## config.mk

```make
export PLATFORM = sky130hd
export DESIGN_NAME = usart_tx_arbiter_flat
export DESIGN_NICKNAME = d
export VERILOG_FILES = /design/src/rtl/usart_tx_arbiter_if.sv /design/src/rtl/usart_tx_arbiter.sv /design/src/flat_wrapper.sv
export SDC_FILE = /design/constraint.sdc
export NUM_CORES = 1
export LEC_CHECK = 0
export CORE_MARGIN = 2
export CORE_UTILIZATION = 55
export DETAILED_ROUTE_END_ITERATION = 8
export GPL_TIMING_DRIVEN = 0
export PLACE_DENSITY = 0.84
export SLEW_MARGIN = 20
export SYNTH_ARGS = -nofsm -noshare
export SYNTH_HDL_FRONTEND = slang
export SYNTH_SLANG_ARGS = --single-unit
```

## constraint.sdc

```tcl
create_clock -name comm_clock -period 8.1 [get_ports comm_clock]
set_input_delay 0.81 -clock comm_clock [delete_from_list [all_inputs] [get_ports comm_clock]]
set_output_delay 0.81 -clock comm_clock [all_outputs]
set_load 0.01 [all_outputs]
```

## src/rtl/usart_tx_arbiter_if.sv

```systemverilog
// Requester-side and usart_tx-side handshake bundle for usart_tx_arbiter.
// The slave modport is the arbiter's view; master is the view of the surrounding logic.
interface usart_tx_arbiter_if #(
    parameter int unsigned NUM_REQ = 4
);
    logic [NUM_REQ-1:0]   req_valid;
    logic [NUM_REQ-1:0]   req_last;
    logic [8*NUM_REQ-1:0] req_data;
    logic [NUM_REQ-1:0]   req_ready;
    logic [NUM_REQ-1:0]   grant;
    logic [7:0]           tx_data_in;
    logic                 tx_valid;
    logic                 tx_ready;
    logic                 tx_done;
    logic                 busy;
    logic                 timeout_evt;

    modport slave (
        input  req_valid, req_last, req_data, tx_ready, tx_done,
        output req_ready, grant, tx_data_in, tx_valid, busy, timeout_evt
    );

    modport master (
        output req_valid, req_last, req_data, tx_ready, tx_done,
        input  req_ready, grant, tx_data_in, tx_valid, busy, timeout_evt
    );
endinterface

```

## src/rtl/usart_tx_arbiter.sv

```systemverilog
// Message-locking arbiter sharing one usart_tx among NUM_REQ byte-stream requesters.
// Optional `define USART_ARB_FIXED_PRIORITY_EN: lowest index wins in IDLE, no round-robin pointer.
module usart_tx_arbiter #(
    parameter int unsigned NUM_REQ      = 4,
    parameter int unsigned LOCK_TIMEOUT = 1024
) (
    input  logic              comm_clock,
    input  logic              reset,
    usart_tx_arbiter_if.slave bus
);
    localparam int unsigned IDX_W = (NUM_REQ > 1) ? $clog2(NUM_REQ) : 1;
    localparam int unsigned CNT_W = 16;

    typedef enum logic [1:0] {
        S_IDLE,
        S_SEND,
        S_WAIT_DONE,
        S_HOLD
    } state_t;

    state_t             r_state;
    state_t             w_state_nxt;
    logic [NUM_REQ-1:0] r_grant;
    logic [NUM_REQ-1:0] w_grant_nxt;
    logic [NUM_REQ-1:0] r_req_ready;
    logic [NUM_REQ-1:0] w_req_ready_nxt;
    logic [7:0]         r_tx_data;
    logic [7:0]         w_tx_data_nxt;
    logic               r_tx_valid;
    logic               w_tx_valid_nxt;
    logic               r_busy;
    logic               r_timeout;
    logic               w_timeout_nxt;
    logic               r_last;
    logic               w_last_nxt;
    logic [IDX_W-1:0]   r_owner;
    logic [IDX_W-1:0]   w_owner_nxt;
    logic [CNT_W-1:0]   r_cnt;
    logic [CNT_W-1:0]   w_cnt_nxt;
    logic [IDX_W-1:0]   w_winner;
    logic               w_any_valid;
    logic               w_owner_valid;
    logic               w_owner_last;
    logic [7:0]         w_owner_data;
    logic               w_winner_last;
    logic [7:0]         w_winner_data;
    logic               w_cnt_expired;
`ifndef USART_ARB_FIXED_PRIORITY_EN
    logic [IDX_W-1:0]   r_ptr;
    logic [IDX_W-1:0]   w_ptr_nxt;
    logic [IDX_W-1:0]   w_owner_inc;
`endif

    function automatic logic [NUM_REQ-1:0] onehot(input logic [IDX_W-1:0] idx);
        logic [NUM_REQ-1:0] oh;
        for (int k = 0; k < NUM_REQ; k++) begin
            oh[k] = (IDX_W'(k) == idx);
        end
        return oh;
    endfunction

    function automatic logic bit_at(input logic [NUM_REQ-1:0] v, input logic [IDX_W-1:0] idx);
        logic b;
        b = 1'b0;
        for (int k = 0; k < NUM_REQ; k++) begin
            if (IDX_W'(k) == idx) b = v[k];
        end
        return b;
    endfunction

    function automatic logic [7:0] byte_at(input logic [8*NUM_REQ-1:0] d, input logic [IDX_W-1:0] idx);
        logic [7:0] b;
        b = 8'h00;
        for (int k = 0; k < NUM_REQ; k++) begin
            if (IDX_W'(k) == idx) b = d[8*k +: 8];
        end
        return b;
    endfunction

    // IDLE winner selection
`ifdef USART_ARB_FIXED_PRIORITY_EN
    always_comb begin
        w_winner = '0;
        for (int k = NUM_REQ - 1; k >= 0; k--) begin
            if (bus.req_valid[k]) w_winner = IDX_W'(k);
        end
    end
`else
    // Descending scan so the smallest offset from the pointer is the last (winning) hit
    always_comb begin
        int idx;
        w_winner = '0;
        for (int k = NUM_REQ - 1; k >= 0; k--) begin
            idx = int'(r_ptr) + k;
            if (idx >= int'(NUM_REQ)) idx = idx - int'(NUM_REQ);
            if (bit_at(bus.req_valid, IDX_W'(idx))) w_winner = IDX_W'(idx);
        end
    end

    assign w_owner_inc = (r_owner == IDX_W'(NUM_REQ - 1)) ? '0 : r_owner + IDX_W'(1);
`endif

    assign w_any_valid   = |bus.req_valid;
    assign w_owner_valid = bit_at(bus.req_valid, r_owner);
    assign w_owner_last  = bit_at(bus.req_last, r_owner);
    assign w_owner_data  = byte_at(bus.req_data, r_owner);
    assign w_winner_last = bit_at(bus.req_last, w_winner);
    assign w_winner_data = byte_at(bus.req_data, w_winner);
    assign w_cnt_expired = (r_cnt == CNT_W'(LOCK_TIMEOUT - 1));

    // Next-state and next-output logic
    always_comb begin
        w_state_nxt     = r_state;
        w_grant_nxt     = r_grant;
        w_req_ready_nxt = '0;
        w_tx_data_nxt   = r_tx_data;
        w_tx_valid_nxt  = r_tx_valid;
        w_timeout_nxt   = 1'b0;
        w_last_nxt      = r_last;
        w_owner_nxt     = r_owner;
        w_cnt_nxt       = r_cnt;
`ifndef USART_ARB_FIXED_PRIORITY_EN
        w_ptr_nxt       = r_ptr;
`endif
        case (r_state)
            S_IDLE: begin
                if (w_any_valid) begin
                    w_owner_nxt     = w_winner;
                    w_grant_nxt     = onehot(w_winner);
                    w_req_ready_nxt = onehot(w_winner);
                    w_tx_data_nxt   = w_winner_data;
                    w_last_nxt      = w_winner_last;
                    w_tx_valid_nxt  = 1'b1;
                    w_state_nxt     = S_SEND;
                end
            end
            S_SEND: begin
                if (bus.tx_ready) begin
                    w_tx_valid_nxt = 1'b0;
                    w_state_nxt    = S_WAIT_DONE;
                end
            end
            S_WAIT_DONE: begin
                if (bus.tx_done) begin
                    if (r_last) begin
                        w_grant_nxt = '0;
`ifndef USART_ARB_FIXED_PRIORITY_EN
                        w_ptr_nxt   = w_owner_inc;
`endif
                        w_state_nxt = S_IDLE;
                    end else begin
                        w_cnt_nxt   = '0;
                        w_state_nxt = S_HOLD;
                    end
                end
            end
            S_HOLD: begin
                // Owner's valid takes precedence over an expiring count
                if (w_owner_valid) begin
                    w_req_ready_nxt = r_grant;
                    w_tx_data_nxt   = w_owner_data;
                    w_last_nxt      = w_owner_last;
                    w_tx_valid_nxt  = 1'b1;
                    w_cnt_nxt       = '0;
                    w_state_nxt     = S_SEND;
                end else if (w_cnt_expired) begin
                    w_timeout_nxt = 1'b1;
                    w_grant_nxt   = '0;
`ifndef USART_ARB_FIXED_PRIORITY_EN
                    w_ptr_nxt     = w_owner_inc;
`endif
                    w_state_nxt   = S_IDLE;
                end else begin
                    w_cnt_nxt = r_cnt + CNT_W'(1);
                end
            end
            default: begin
                w_grant_nxt    = '0;
                w_tx_valid_nxt = 1'b0;
                w_state_nxt    = S_IDLE;
            end
        endcase
    end

    // State and registered outputs
    always_ff @(posedge comm_clock) begin
        if (reset) begin
            r_state     <= S_IDLE;
            r_grant     <= '0;
            r_req_ready <= '0;
            r_tx_data   <= 8'h00;
            r_tx_valid  <= 1'b0;
            r_busy      <= 1'b0;
            r_timeout   <= 1'b0;
            r_last      <= 1'b0;
            r_owner     <= '0;
            r_cnt       <= '0;
`ifndef USART_ARB_FIXED_PRIORITY_EN
            r_ptr       <= '0;
`endif
        end else begin
            r_state     <= w_state_nxt;
            r_grant     <= w_grant_nxt;
            r_req_ready <= w_req_ready_nxt;
            r_tx_data   <= w_tx_data_nxt;
            r_tx_valid  <= w_tx_valid_nxt;
            r_busy      <= (w_state_nxt != S_IDLE);
            r_timeout   <= w_timeout_nxt;
            r_last      <= w_last_nxt;
            r_owner     <= w_owner_nxt;
            r_cnt       <= w_cnt_nxt;
`ifndef USART_ARB_FIXED_PRIORITY_EN
            r_ptr       <= w_ptr_nxt;
`endif
        end
    end

    assign bus.req_ready   = r_req_ready;
    assign bus.grant       = r_grant;
    assign bus.tx_data_in  = r_tx_data;
    assign bus.tx_valid    = r_tx_valid;
    assign bus.busy        = r_busy;
    assign bus.timeout_evt = r_timeout;
endmodule
```

## src/flat_wrapper.sv

```systemverilog
// flat-port wrapper written by rule: the top's interface ports become plain ports
module usart_tx_arbiter_flat 
#(
    parameter int unsigned NUM_REQ      = 4,
    parameter int unsigned LOCK_TIMEOUT = 1024
)
  (comm_clock, reset, bus_req_valid, bus_req_last, bus_req_data, bus_tx_ready, bus_tx_done, bus_req_ready, bus_grant, bus_tx_data_in, bus_tx_valid, bus_busy, bus_timeout_evt);
  usart_tx_arbiter_if #(.NUM_REQ(NUM_REQ)) bus_i ();
  input  logic comm_clock;
  input  logic reset;
  input wire logic [$bits(bus_i.req_valid)-1:0] bus_req_valid;
  input wire logic [$bits(bus_i.req_last)-1:0] bus_req_last;
  input wire logic [$bits(bus_i.req_data)-1:0] bus_req_data;
  input wire logic [$bits(bus_i.tx_ready)-1:0] bus_tx_ready;
  input wire logic [$bits(bus_i.tx_done)-1:0] bus_tx_done;
  output wire logic [$bits(bus_i.req_ready)-1:0] bus_req_ready;
  output wire logic [$bits(bus_i.grant)-1:0] bus_grant;
  output wire logic [$bits(bus_i.tx_data_in)-1:0] bus_tx_data_in;
  output wire logic [$bits(bus_i.tx_valid)-1:0] bus_tx_valid;
  output wire logic [$bits(bus_i.busy)-1:0] bus_busy;
  output wire logic [$bits(bus_i.timeout_evt)-1:0] bus_timeout_evt;
  assign bus_i.req_valid = bus_req_valid;
  assign bus_i.req_last = bus_req_last;
  assign bus_i.req_data = bus_req_data;
  assign bus_i.tx_ready = bus_tx_ready;
  assign bus_i.tx_done = bus_tx_done;
  assign bus_req_ready = bus_i.req_ready;
  assign bus_grant = bus_i.grant;
  assign bus_tx_data_in = bus_i.tx_data_in;
  assign bus_tx_valid = bus_i.tx_valid;
  assign bus_busy = bus_i.busy;
  assign bus_timeout_evt = bus_i.timeout_evt;
  usart_tx_arbiter #(.NUM_REQ(NUM_REQ), .LOCK_TIMEOUT(LOCK_TIMEOUT)) u_core (.comm_clock(comm_clock), .reset(reset), .bus(bus_i));
endmodule
```

Fig. 1: run 1, clock distribution
Scale: 6 px per µm.
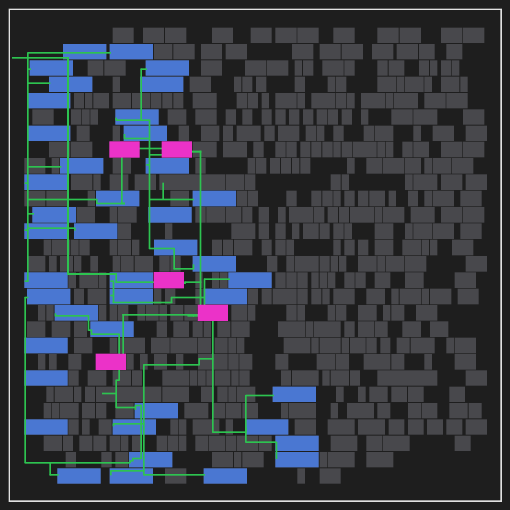
Key: flip-flops = blue [count 42]; clock wires = green [length 532 µm]; cells driving clock nets = magenta [count 5]
There are 6 routed clock nets.

Fig. 2: run 1, signal metal coverage by tile
Scale: 4 px per µm. 16 x 16 tiles, from white (low) to dark blue (high), scaled to the fullest tile. Values are wire area over tile area, all layers added.
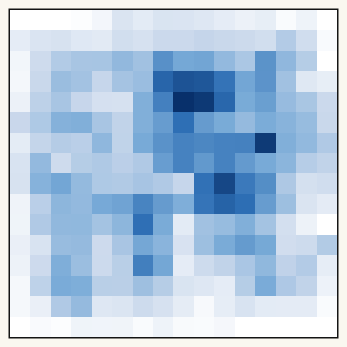
The densest ninth of the die: center. The fullest tile reaches 0.77. The mean over all tiles is 0.25.

==> run notes, run 1 <==
From the run reports.

- The flow ran to the end, and the final reports show no timing, DRC or antenna violations.
- The path category of the worst min-delay check reads flip-flop to flip-flop.
- The pin slew with the least headroom to its limit reads 1.10 ns.
- The commonest cells after synthesis are a21oi_1 (53), dfxtp_1 (42), nand2_1 (39).
- The launching element type of the critical path is a flip-flop.
- The delay of the slowest cell on the worst path reads 0.90 ns.
- The layout-stage area growth over the synthesis result is 25.5%.
- The synthesis report lists the most area-consuming cells as dfxtp_1 (25%), a21oi_1 (8.0%), o21ai_0 (5.7%).
- The instance count of the mapped netlist reads 438.
- The path type of the worst setup path is flip-flop to flip-flop.
- The synthesis report gives the async set-or-reset register share as 0%.
- The horizontal extent of the die reads 81.7 µm.
- The power in combinational cells reads 0.205 mW.
- The net switching power reads 0.193 mW.
- The warning tally printed by Yosys for this design is 0.
- The number of buffer and inverter instances along the worst setup path is 3.
- The most critical hold endpoint after final layout shows a slack of 0.478 ns.
- The final core utilization reads 70.9%.
- The pin count of the biggest net entering global routing is 14.
- Setup repair after global routing left no endpoint under its margin.
- The endpoint class of the critical path is a flip-flop.
- The most common cell in the netlist is a21oi_1.
- The pre-antenna-repair detailed-routing pass consisted of 5 iterations.
- The post-cts resize count is 0.
- The net count after synthesis is 497.
- The kind of cell with the highest combined delay on the critical path reads AND-OR/OR-AND gates.
- The final weighted congestion in routability-driven placement is 0.976.
- TritonCTS built the clock tree.
- The routed wire length per instance reads 17.5 µm.
- Global routing used 30.0% of the available tracks across all layers.
- The count of maximum capacitance violations is 0.
- The most frequently used flop master after synthesis is dfxtp_1.
- By instance count, the cell type seen most on the critical path is o21ai_0.
- The count of endpoints failing hold in the final timing report is 0.
- The launch point of the worst reg-to-reg path is u_core.r_ptr[0]$_SDFFE_PP0P_.
- The overall power consumption is 0.641 mW.
- The half-perimeter wire length after detailed placement is 7440 µm.
- The synthesized design contains 0 enable-type register cells.
- In the routed layout, each cell is associated on average with a via count of 6.18.
- CTS reports a maximum clock tree buffer depth of 2.
- The residual antenna-violating net count after detailed routing reads 0.
- Traced cell by cell, the critical path runs through clkbuf_1, buf_1, inv_1, ha_1, nor3b_1, a211o_1, a211oi_1, o21ai_0, o21ai_0, o41a_1, a21oi_2.
Fig. 3: run 1, port wiring
Scale: 6 px per µm.
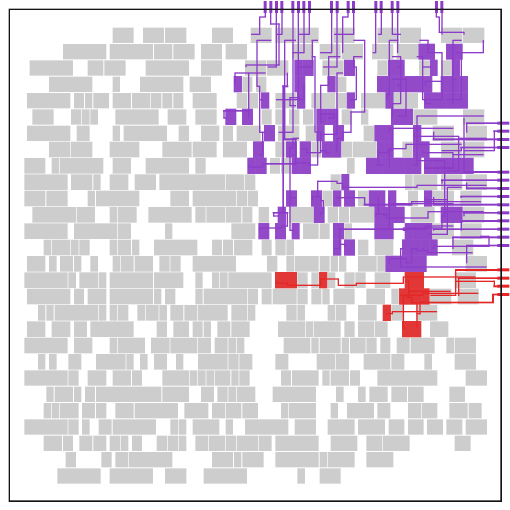
Key: bus_req_data = purple [direction input, edge 18 top, 14 right, end cells 78, buffers 32, wire 945 µm]; bus_req_last = red [direction input, edge right, end cells 8, buffers 4, wire 132 µm]

-- run 1: metal layers --
| metal | part of all wire (%) | track usage, % | routed length (µm) | vias up |
|---|---|---|---|---|
| li1 | - | - | - | 1740 |
| met1 | 43 | 41.0 | 4410 | 1656 |
| met2 | 47 | 49.8 | 4760 | 182 |
| met3 | 8.2 | 3.52 | 832 | 20 |
| met4 | 1.5 | 8.83 | 157 | 0 |
| met5 | 0 | 0 | 0 | - |
-- run 1: kinds of logic after synthesis --
family,after synthesis,share of synthesized area [%]
AND-OR/OR-AND,164,34.1
XOR/XNOR,13,3.42
adder cells (fa/ha/maj),15,5.65
buffers and inverters,50,6.32
flip-flops,42,25.3
multiplexers,11,3.31
AND/OR/NAND/NOR,143,21.9
-- run 1: layout make-up --
class / instances / area (µm²) / share of cell area (%)
clock inverter: 2 / 60.1 / 1.44
sequential: 42 / 841 / 20.2
buffer: 27 / 124 / 2.97
tap: 75 / 93.8 / 2.25
multi-input combinational: 346 / 2270 / 54.5
clock buffer: 6 / 82.6 / 1.98
timing repair buffer: 61 / 611 / 14.6
inverter: 23 / 86.3 / 2.07
-- run 1: cell usage in the layout, fill, tap and decap left out, types with 7 or more instances in the layout --
cell type,synthesis,layout
a2111o_1,8,8
a211oi_1,8,8
a21oi_1,53,53
a21oi_2,9,9
clkbuf_1,15,15
clkdlybuf4s50_1,0,61
dfxtp_1,42,42
ha_1,15,15
inv_1,23,23
mux2i_1,11,11
nand2_1,39,39
nand3_1,7,7
nand3b_1,11,11
nor2_1,38,38
nor2b_1,7,7
o21ai_0,38,38
o2bb2ai_1,7,7
o41a_1,9,9
xor2_1,8,8
--- run 2 (diff from run 1) ---
--- a/config.mk
+++ b/config.mk
@@ -6,10 +6,10 @@
 export NUM_CORES = 1
 export LEC_CHECK = 0
 export CORE_MARGIN = 2
-export CORE_UTILIZATION = 55
+export CORE_UTILIZATION = 48
 export DETAILED_ROUTE_END_ITERATION = 8
 export GPL_TIMING_DRIVEN = 0
-export PLACE_DENSITY = 0.84
+export PLACE_DENSITY = 0.77
 export SLEW_MARGIN = 20
 export SYNTH_ARGS = -nofsm -noshare
 export SYNTH_HDL_FRONTEND = slang
==> constraint.sdc (replaced) <==
create_clock -name comm_clock -period 3.6 [get_ports comm_clock]
set_input_delay 0.36 -clock comm_clock [delete_from_list [all_inputs] [get_ports comm_clock]]
set_output_delay 0.36 -clock comm_clock [all_outputs]
set_load 0.01 [all_outputs]
Fig. 4: run 2, port wiring
Scale: 6 px per µm.
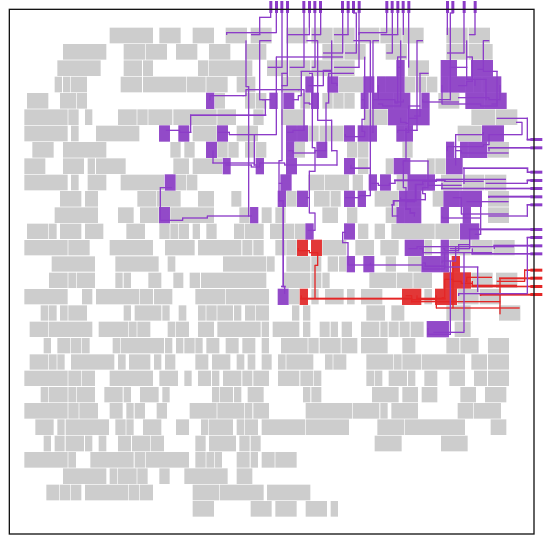
Key: bus_req_data = purple [direction input, edge 21 top, 11 right, end cells 78, buffers 32, wire 1140 µm]; bus_req_last = red [direction input, edge right, end cells 8, buffers 4, wire 140 µm]

Fig. 5: run 2, gate families picked out
Scale: 4 px per µm.
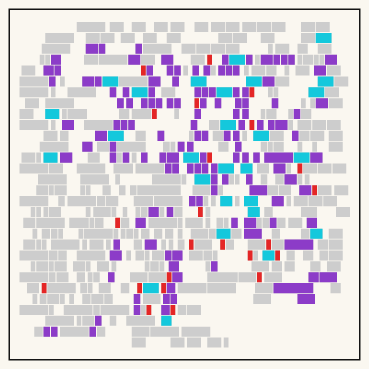
Key: inverters = red [cells 23, most used inv_1]; AND-OR and OR-AND gates = cyan [cells 27, most used o41a_1]; inverting AOI/OAI gates = purple [cells 137, most used a21oi_1]

==> run notes, run 2 <==
From the run reports.

- The run finished with clean final reports.
- The detailed placer reported the number of placed instances as slightly below 600.
- The pin count of the biggest net entering global routing is 14 (unchanged).
- The heaviest power group reads registers.
- The number of non-filler instances in the completed layout reads between 500 and 600.
- The global routing usage summed across all routing layers is 26.9% (-3.1 points).
- The count of endpoints failing hold in the final timing report reads 0 (unchanged).
- The script computed a power per unit cell area of 325 nW/µm².
- The per-cell via count in the routed design was 6.16 (-0.39%).
- The instance count of the mapped netlist is 438 (unchanged).
- By area the synthesized netlist is led by dfxtp_1 (25%), a21oi_1 (8.0%), o21ai_0 (5.7%).
- The horizontal extent of the die was 87.2 µm (+6.7%).
- The commonest cells after synthesis are a21oi_1 (53), dfxtp_1 (42), nand2_1 (39).
- The async set-reset flop share out of synthesis is 0% (unchanged).
- The launch point of the worst reg-to-reg path is u_core.r_ptr[0]$_SDFFE_PP0P_.
- The flow reports power dissipated in sequential cells as between 0.5 and 0.6 mW.
- The layout-stage area growth over the synthesis result reads 26.2%.
- The path type of the worst setup path is flip-flop to flip-flop.
- The routed wire length per instance is 17.8 µm (+2.1%).
- The launch point of the worst path is u_core.r_ptr[0]$_SDFFE_PP0P_.
- The number of input and output port buffers inserted reads 61.
- The synthesized netlist net count reads 497 (unchanged).
- TritonCTS built the clock tree.
- The pin slew with the least headroom to its limit was 1.14 ns (+0.0402 ns).
- The count of maximum capacitance violations is 0 (unchanged).
- The number of detailed-route iterations in the first pass is 6 (+1).
- The endpoint class of the critical path is a flip-flop.
- The count of nets after finishing reads 567.
- The post-synth tally of flip-flops with integrated enable came to 0 (unchanged).
- The half-perimeter wire length after detailed placement reads 7720 µm (+3.8%).
- The commonest register cell is dfxtp_1.
- The via count of the first global-routing pass is 3442.
- The routed layout reports a DRC error count of 0.
- The maximum level of the CTS H-tree is 2.
- The average cell area after synthesis is 7.59 µm².
- The data required time of the worst path is 3.82 ns.
- The residual antenna-violating net count after detailed routing came to 0 (unchanged).
- The final-report max-slew violation count is 0.
- The count of yosys warnings during synthesis was 0 (unchanged).
- The path category of the worst min-delay check reads primary input to flip-flop.
- Per the cell usage report, the commonest logic cells after layout are clkdlybuf4s50_1 (61), a21oi_1 (53), dfxtp_1 (41).
- The power in combinational cells was 0.473 mW (+130%).
- The maximum buffer depth of the clock tree reads 2 (unchanged).
- The worst path arrival time reads roughly 3.7 ns.
- The net switching power reads 0.442 mW (+130%).
- Leaving out fill and tap cells, the most frequent cell in the layout is clkdlybuf4s50_1.
- The internal power component reads 0.923 mW.
- The end point of the worst hold path reads u_core.r_ptr[1]$_SDFFE_PP0P_.
- The final weighted congestion in routability-driven placement reads 0.886 (-9.2%).
- The standard-cell row count is 30.
- The flip-flop count of the largest register, all copies and words added reads 16.
- STA classifies the critical path startpoint as a flip-flop.
- The chip area estimate from yosys synthesis is 3320 µm².
- a21oi_1 is the most common cell in the netlist.
- The number of antenna violations at the first check in global routing reads 0.
Fig. 6: run 2, signal metal coverage by tile
Scale: 4 px per µm. 17 x 17 tiles, from white (low) to dark blue (high), scaled to the fullest tile. Values are wire area over tile area, all layers added.
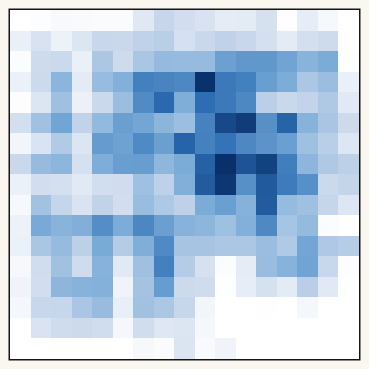
The densest ninth of the die: center. The mean over all tiles is 0.23. 13% of the tiles are nearly empty.

run 2: cell counts after synthesis:
No cell type changed its count.
run 2: kinds of logic (layout without fill, tap and decap cells):
logic type | Yosys count | in the layout | synth area share, %
fa+ha+maj | 15 | 15 | 5.65
xor+xnor | 13 | 13 | 3.42
buf+inv | 50 | 121 | 6.32
flops | 42 | 42 | 25.3
simple gates | 143 | 143 | 21.9
compound gates | 164 | 164 | 34.1
mux | 11 | 11 | 3.31
run 2: metrics by stage:
stage               power (mW)  worst slack [ns]  setup TNS (ns)  util [%]  hold WS [ns]
floorplan                0.793             0.487               0         -         0.472
global placement         0.975            -0.353           -4.26      59.7         0.464
detailed placement       0.980            -0.382           -5.13      59.7         0.470
CTS                       1.35          -0.00704        -0.00717      61.4         0.471
global route              1.43           -0.0225         -0.0312      62.1         0.504
finish                    1.36            0.0892               0      62.1         0.451
run 2: timing repair:
item | in CTS | in global routing
buffers inserted | 0 | 2
pin swaps | 0 | 1
resized | 2 | 7
setup endpoints to repair | 19 | 17
run 2: routing by layer:
metal	routed length, µm	track usage (%)
met5	0	0
met4	162	6.29
met3	901	4.08
met2	4820	45.9
met1	4620	35.9
run 2: layout make-up:
| class | count | area, µm² |
|---|---|---|
| buffer | 27 | 129 |
| clock buffer | 6 | 72.6 |
| clock inverter | 2 | 37.5 |
| fill | 627 | 2560 |
| inverter | 23 | 86.3 |
| multi-input combinational | 346 | 2300 |
| sequential | 42 | 842 |
| tap | 80 | 100 |
| timing repair buffer | 63 | 626 |
run 2: critical path, cell delays in order, from the launching register on:
cell      delay [ns]
dfxtp_2         0.46
clkbuf_2        0.29
clkbuf_4        0.29
inv_1           0.10
ha_1            0.30
nor3b_1         0.17
a211o_1         0.39
a311o_1         0.37
a22oi_2         0.33
buf_2           0.34
nand4b_1        0.20
a21oi_1         0.19
--- run 3 (diff from run 2) ---
--- a/config.mk
+++ b/config.mk
@@ -5,11 +5,12 @@
 export SDC_FILE = /design/constraint.sdc
 export NUM_CORES = 1
 export LEC_CHECK = 0
+export CAP_MARGIN = 25
 export CORE_MARGIN = 2
-export CORE_UTILIZATION = 48
+export CORE_UTILIZATION = 43
 export DETAILED_ROUTE_END_ITERATION = 8
 export GPL_TIMING_DRIVEN = 0
-export PLACE_DENSITY = 0.77
+export PLACE_DENSITY = 0.71
 export SLEW_MARGIN = 20
 export SYNTH_ARGS = -nofsm -noshare
 export SYNTH_HDL_FRONTEND = slang
==> run notes, run 3 <==
From the run reports.

- The data required time of the worst path is 3.83 ns (about the same).
- The commonest non-fill, non-tap cell in the layout reads clkdlybuf4s50_1.
- For hold timing, the worst endpoint is u_core.r_ptr[1]$_SDFFE_PP0P_.
- The path category of the worst min-delay check reads primary input to flip-flop.
- The post-synth tally of flip-flops with integrated enable reads 0 (unchanged).
- The area of the core region reads 7610 µm².
- The maximum buffer depth of the clock tree reads 2 (unchanged).
- The number of DRC violations after detailed routing reads 0 (unchanged).
- Ranked by instance count, the synthesized netlist is headed by a21oi_1 (53), dfxtp_1 (42), nand2_1 (39).
- The count of endpoints failing hold in the final timing report is 0 (unchanged).
- The reported sequential group power came to 0.518 mW (about the same).
- The residual antenna-violating net count after detailed routing is 0 (unchanged).
- The number of buffer and inverter instances along the worst setup path is 4 (unchanged).
- The CTS tree is done.
- The power density over cell area is 310 nW/µm² (-4.7%).
- The internal power component was 0.869 mW (-5.8%).
- The flow ran to the end, and the final reports show no timing, DRC or antenna violations.
- The delay of the slowest cell on the worst path is 0.45 ns (about the same).
- The number of input and output port buffers inserted is 61 (unchanged).
- The average cell area after synthesis came to 7.59 µm² (unchanged).
- The horizontal extent of the die reads 91.9 µm (+5.4%).
- The count of yosys warnings during synthesis was 0 (unchanged).
- The per-cell via count in the routed design reads 5.89 (-4.3%).
- The worst path arrival time reads 3.61 ns (-0.13 ns).
- The flip-flop and latch area reads 842 µm² (unchanged).
- The synthesized netlist net count was 497 (unchanged).
- The net switching power is 0.432 mW (-2.2%).
- The pin slew with the least headroom to its limit is 1.02 ns (-0.118 ns).
- The routed wire length per instance is 16.8 µm (-5.8%).
- The global routing usage summed across all routing layers is 23.9% (-3.0 points).
- The main area contributors are dfxtp_1 (25%), a21oi_1 (8.0%), o21ai_0 (5.7%).
- The critical-path cell with the highest stage delay is dfxtp_2.
- The half-perimeter wire length after detailed placement came to 7690 µm (-0.48%).
- The launch point of the worst path reads u_core.r_ptr[0]$_SDFFE_PP0P_.
- The post-route worst hold slack was 0.465 ns (+0.0133 ns).
- The launching element type of the critical path reads a flip-flop.
- The total stage count of the critical path came to 11 (unchanged).
- The layout-stage area growth over the synthesis result is 26.2% (unchanged).
- The count of nets after finishing is 567 (unchanged).
- Among the stages of the critical path, the cell type that occurs most often is buf_2.
- The pin count of the biggest net entering global routing reads 14 (unchanged).
- The final-report max-slew violation count came to 0 (unchanged).
- The overall power consumption was 1.30 mW (-4.7%).
- The power in combinational cells was 0.468 mW (-1%).
- The instance count of the mapped netlist reads 438 (unchanged).
- The path type of the worst setup path is flip-flop to flip-flop.
- The heaviest power group reads registers.
- The number of detailed-route iterations in the first pass came to 6 (unchanged).
- The maximum level of the CTS H-tree is 2 (unchanged).
- The most frequently used flop master after synthesis reads dfxtp_1.
- The chip area estimate from yosys synthesis is 3320 µm² (unchanged).
- The flip-flop count of the largest register, all copies and words added was 16 (unchanged).
- In the layout the commonest cells are clkdlybuf4s50_1 (61), a21oi_1 (53), dfxtp_1 (41).
- The via count of the first global-routing pass is 3262 (-5.2%).
- The kind of cell with the highest combined delay along the critical path is AND-OR/OR-AND gates.
- For reference, the critical path cell chain is clkbuf_4, buf_2, inv_1, ha_1, nor3b_1, a211o_1, a311o_1, a22o_1, buf_2, a2111o_1, a21oi_2.
- The number of antenna violations at the first check in global routing is 0 (unchanged).
-- run 3: cell counts after synthesis --
Identical to the previous run, type by type.
-- run 3: logic make-up after synthesis --
logic type / Yosys count / share of synthesized area, %
AOI/OAI and AO/OA: 164 / 34.1
and+or+nand+nor: 143 / 21.9
buffers and inverters: 50 / 6.32
DFF: 42 / 25.3
adders and majority gates: 15 / 5.65
xor gates and xnor gates: 13 / 3.42
muxes: 11 / 3.31
-- run 3: worst reg2reg max path, stage by stage (launching register included) --
cell and delay [ns]:
dfxtp_2 0.45, clkbuf_4 0.25, buf_2 0.26, inv_1 0.12, ha_1 0.29, nor3b_1 0.17, a211o_1 0.38, a311o_1 0.37
a22o_1 0.23, buf_2 0.21, a2111o_1 0.43, a21oi_2 0.15
-- run 3: metal layers --
metal  track usage [%]  routed length (µm)
met5                 0                   0
met1              32.6                4640
met3              3.94                 722
met4              6.34                 148
met2              39.2                4750
-- run 3: layout make-up --
cell class	instances	area share, %
repair buffers	63	14.9
flip-flops and latches	42	20.1
inverters	23	2.06
clock buffers	6	1.97
well taps	102	3.04
clock inverters	2	0.298
plain buffers	27	3.07
multi-input cells	346	54.6
-- run 3: metrics by stage --
stage | util (%) | setup WS (ns) | instance area (µm²) | setup TNS, ns | cells
2_1_floorplan | - | 0.487 | 3320 | 0 | 438
3_3_place_gp | 53.4 | -0.254 | 4060 | -2.70 | 601
3_5_place_dp | 53.4 | -0.308 | 4060 | -3.32 | 601
4_1_cts | 54.8 | 0.0184 | 4170 | 0 | 609
5_1_grt | 55.2 | 0.0564 | 4200 | 0 | 611
6_report | 55.2 | 0.216 | 4200 | 0 | 611
-- run 3: timing repair --
item / CTS / global route
setup endpoints to repair: 18 / 17
pin swaps: 0 / 1
setup buffers: 0 / 2
resized: 3 / 6
hold buffers: 0 / 0
Fig. 7: run 3, clock distribution
Scale: 4 px per µm.
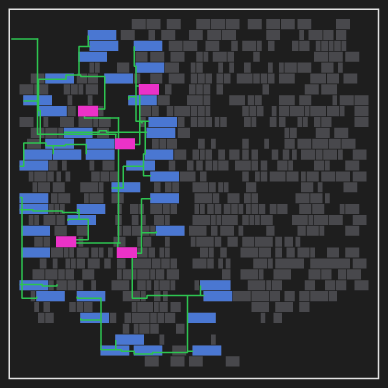
Key: clock wires = green [length 496 µm]; cells driving clock nets = magenta [count 5]; flip-flops = blue [count 42]
There are 6 routed clock nets.

Fig. 8: run 3, port wiring
Scale: 4 px per µm.
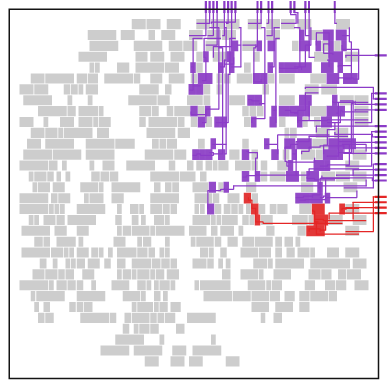
Key: bus_req_last = red [direction input, edge right, end cells 8, buffers 4, wire 122 µm]; bus_req_data = purple [direction input, edge 17 top, 15 right, end cells 78, buffers 32, wire 1010 µm]

Fig. 9: run 3, signal metal coverage by tile
Scale: 4 px per µm. 18 x 18 tiles, from white (low) to dark blue (high), scaled to the fullest tile. Values are wire area over tile area, all layers added.
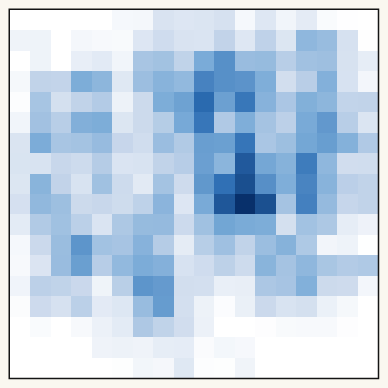
The fullest tile reaches 0.75. 14% of the tiles are nearly empty. 11% of the tiles are over half the peak.

Power is estimated from default activity; no workload was simulated.
